<file path="src/rtl/or_4bit.sv">
// Four-input OR flag combiner: a zero-latency OR, its registered copy, a one-cycle
// rising-edge pulse on that copy, and per-input sticky "seen-high" status flags.
module or_4bit #(
    parameter bit STICKY_EN = 1'b1
) (
    input  logic       clk,
    input  logic       rst,
    input  logic       a,
    input  logic       b,
    input  logic       c,
    input  logic       d,
    input  logic       clr,
    output logic       s,
    output logic       s_q,
    output logic       s_rise,
    output logic [3:0] sticky
);

    logic [3:0] in_vec;
    logic       s_q_reg;
    logic       s_q_d_reg;
    logic       s_rise_reg;

    assign in_vec = {d, c, b, a};
    assign s      = a | b | c | d;

    // s_rise compares the previous two samples of s_q, so it lags s_q by one cycle.
    always_ff @(posedge clk or posedge rst) begin
        if (rst) begin
            s_q_reg    <= 1'b0;
            s_q_d_reg  <= 1'b0;
            s_rise_reg <= 1'b0;
        end else begin
            s_q_reg    <= s;
            s_q_d_reg  <= s_q_reg;
            s_rise_reg <= s_q_reg & ~s_q_d_reg;
        end
    end

    assign s_q    = s_q_reg;
    assign s_rise = s_rise_reg;

    generate
        if (STICKY_EN) begin : g_sticky
            logic [3:0] sticky_reg;
            for (genvar gi = 0; gi < 4; gi++) begin : g_bit
                // Clear takes priority over a simultaneous high input.
                always_ff @(posedge clk or posedge rst) begin
                    if (rst) begin
                        sticky_reg[gi] <= 1'b0;
                    end else if (clr) begin
                        sticky_reg[gi] <= 1'b0;
                    end else begin
                        sticky_reg[gi] <= sticky_reg[gi] | in_vec[gi];
                    end
                end
            end
            assign sticky = sticky_reg;
        end else begin : g_no_sticky
            assign sticky = 4'b0000;
        end
    endgenerate

endmodule

</file>
<file path="config.mk">
export PLATFORM = sky130hd
export DESIGN_NAME = or_4bit
export DESIGN_NICKNAME = d
export VERILOG_FILES = /design/src/rtl/or_4bit.sv
export SDC_FILE = /design/constraint.sdc
export NUM_CORES = 1
export LEC_CHECK = 0
export ABC_CLOCK_PERIOD_IN_PS = 950
export CAP_MARGIN = 25
export CORE_AREA = 4 4 41 43
export CTS_BUF_LIST = sky130_fd_sc_hd__clkbuf_8
export DETAILED_ROUTE_END_ITERATION = 8
export DIE_AREA = 0 0 45 47
export HOLD_SLACK_MARGIN = 0.1
export PLACE_DENSITY = 0.49
export SLEW_MARGIN = 40
export SYNTH_ARGS = -nofsm -noshare
export SYNTH_HDL_FRONTEND = slang
export SYNTH_SLANG_ARGS = --single-unit
</file>
<file path="constraint.sdc">
create_clock -name clk -period 0.95 [get_ports clk]
set_input_delay 0.1425 -clock clk [delete_from_list [all_inputs] [get_ports clk]]
set_output_delay 0.1425 -clock clk [all_outputs]
set_load 0.005 [all_outputs]
</file>
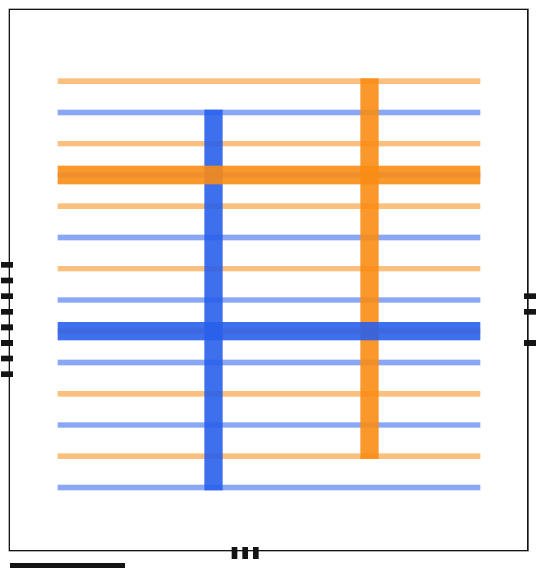
**Above:** supply network.
The bar under the picture is 10 um long. Pins as bars on the die edge.
Key: VDD = orange; VSS = blue
14 signal pins sit on the boundary. 2 straps on met5.
core area: 1300 um^2
die span in y: 47 um
peak supply drop: 0.000780 V
die width: 45 um

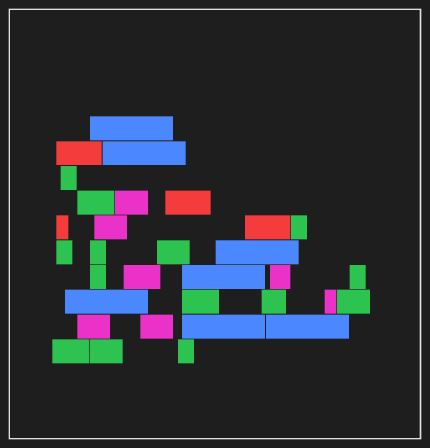
**Above:** cell classes on the final placement.
Key: flip-flops = blue [cells 7]; clock drivers and dummy loads = red [cells 4]; other buffers and delay cells = green [cells 14]; all other logic = magenta [cells 7]
Cell Rows: 13
Util after Layout: 0.313
flop share of the area: 0.431
Final Cell Area: 407 um^2

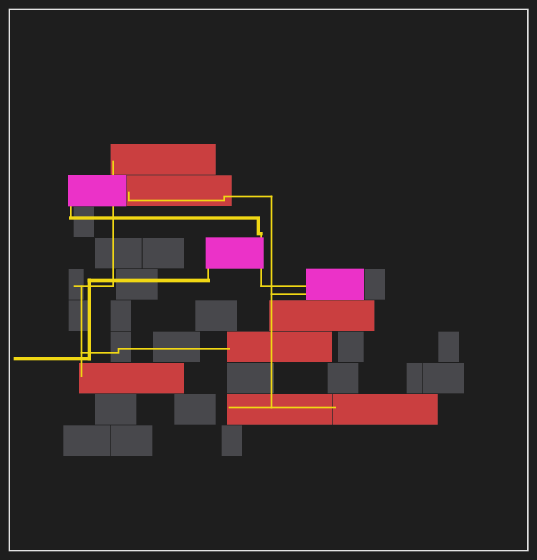
**Above:** clock network drawn from the DEF.
Key: cells driving clock nets = magenta [count 3]; clock wires = yellow [length 140 um]; flip-flops = red [count 7]
There are 4 routed clock nets.
Clock Latency Late Sink: 230 ps
Worst Skew: 2.67 ps
clock share of power: 0.513
Clk. pwr: 0.413 mW

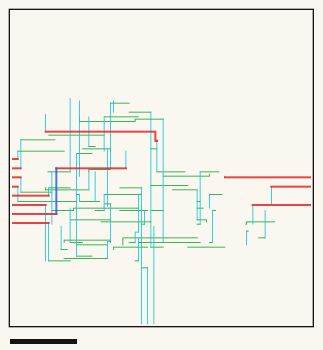
**Above:** metal layers overlaid.
The bar under the picture is 10 um long.
Key: met3 = red [wire length 80.7 um]; met2 = cyan [wire length 262 um]; met4 = blue [wire length 6.80 um]; met1 = green [wire length 230 um]
Global Route Usage Sum: 0.0709
wire per inst: 12.3 um
drt total wl: 579 um
via count: 182

==> out/qor.yml <==
grt:
  grt_max_degree: 8
synth:
  area_leaders: "dfrtp_1 (75%), o21ba_2 (17%), or4_1 (3.2%), nor2b_1 (2.7%), inv_1 (1.6%)"
  syn_area_um2: 233
  edf_count: 0
  largest_area_cell: "dfrtp_1"
  syn_inst: 14
  ff_type: "dfrtp_1"
  top_area_frac: 0.753
  top_cell: "dfrtp_1"
  synth_nets: 21
  ys_seq_share: 0.753
  synth_warnings: 0
  ys_cells: 14
finish:
  diodes: 0
  fillCellCount: 147
routing:
  ant_nets: 0
  drc: 0
critical_path:
  critPathMaxFanout: 2
  cpPeakStageDelay_ps: 530
  critical_path_class: "in2out"
  cp.arrival_ps: 900
outcome:
  outcome: "complete, but fails checks"
  violations: "setup timing"
pwr:
  p_total_mw: 0.803
  power.share.combinational: 0.086
  power_switching_mw: 0.164
  p_leak_nw: 0.194
  swShare: 0.204
clock_tree:
  root_buffer: "clkbuf_8"
  cts_tree: "built"
  cts_sinks: 7
job:
  timing.max_cap.violations: 0
timing:
  finalHoldViolations: 0
  timing.final.crit_period_ps: 1040
  maxSlewViolCount: 0
  layout_setup_ws_ps: -88.2
  finalSetupViolations: 1
die:
  dieArea_um2: 2120
  floorplan.core_util: 0.179
  io_pins: 14
placement:
  dp.final_hpwl_um: 422
  portBuffers: 13
worst_hold_path:
  hold_path.class: "in2reg"
## cell type report
type | instances | area (um^2) | area share
Inverter | 1 | 3.75 | 0.00923
Clock inverter | 1 | 3.75 | 0.00923
Clock buffer | 3 | 41.3 | 0.102
Sequential cell | 7 | 175 | 0.431
Multi-Input combinational cell | 6 | 57.6 | 0.142
Timing Repair Buffer | 14 | 106 | 0.262
Tap cell | 15 | 18.8 | 0.0462
## power by group through the flow
stage | registers [mW] | logic [mW] | clock network (mW)
2_1_floorplan | 0.327 | 0.0205 | 0
3_3_place_gp | 0.326 | 0.0821 | 0
3_5_place_dp | 0.326 | 0.0834 | 0
4_1_cts | 0.322 | 0.0694 | 0.434
5_1_grt | 0.323 | 0.0760 | 0.458
6_report | 0.322 | 0.0692 | 0.413
## final timing paths
path                            from        end  slack (ps)  cells after the start
max in group asynchronous        rst  sticky[3]         590                      2
hold / removal                     c  sticky[2]         130                      2
setup reg to reg                 s_q     s_rise         230                      2
setup / recovery                   a          s         -90                      3
min in group asynchronous        rst     s_rise         150                      2
hold reg to reg            s_q_d_reg     s_rise         390                      1
## layout by cell type, fill, tap and decap left out
cell type	count
clkdlybuf4s15_1	1
nor2b_1	1
buf_6	3
clkbuf_2	1
or4_4	1
clkbuf_8	3
dfrtp_1	7
o21ba_2	4
buf_2	6
clkdlybuf4s50_1	2
buf_4	1
inv_1	2
## what timing repair did
item	CTS	global route
hold buffers	0	0
gates resized	43	2
setup endpoints to repair	8	2
pin swaps	1	1
setup buffers	1	0
## per-stage QoR
step           hold slack, ps  setup slack (ps)  std cells  setup TNS [ps]
2_1_floorplan           -54.1               107         14               0
3_3_place_gp              381              -756         42           -1190
3_5_place_dp              388              -775         42           -1210
4_1_cts                   123             -90.7         47           -90.7
5_1_grt                   129             -94.2         47           -94.2
6_report                  130             -88.2         47           -88.2
## critical path, delay by kind of cell
| family | cells | cell delay (ps) |
|---|---|---|
| buf+inv | 2 | 220 |
| simple gates | 1 | 530 |
## layer usage
layer	track usage	wire, um
met5	0	0
met4	0.0351	6
met3	0.0613	80
met2	0.105	262
met1	0.0698	229
## kinds of logic (layout without fill, tap and decap cells)
logic type | count (synthesis) | after routing | synth area share
DFF | 7 | 7 | 0.753
AOI/OAI and AO/OA | 4 | 4 | 0.172
buffers and inverters | 1 | 19 | 0.0161
and+or+nand+nor | 2 | 2 | 0.0592
Power is estimated from default activity; no workload was simulated.
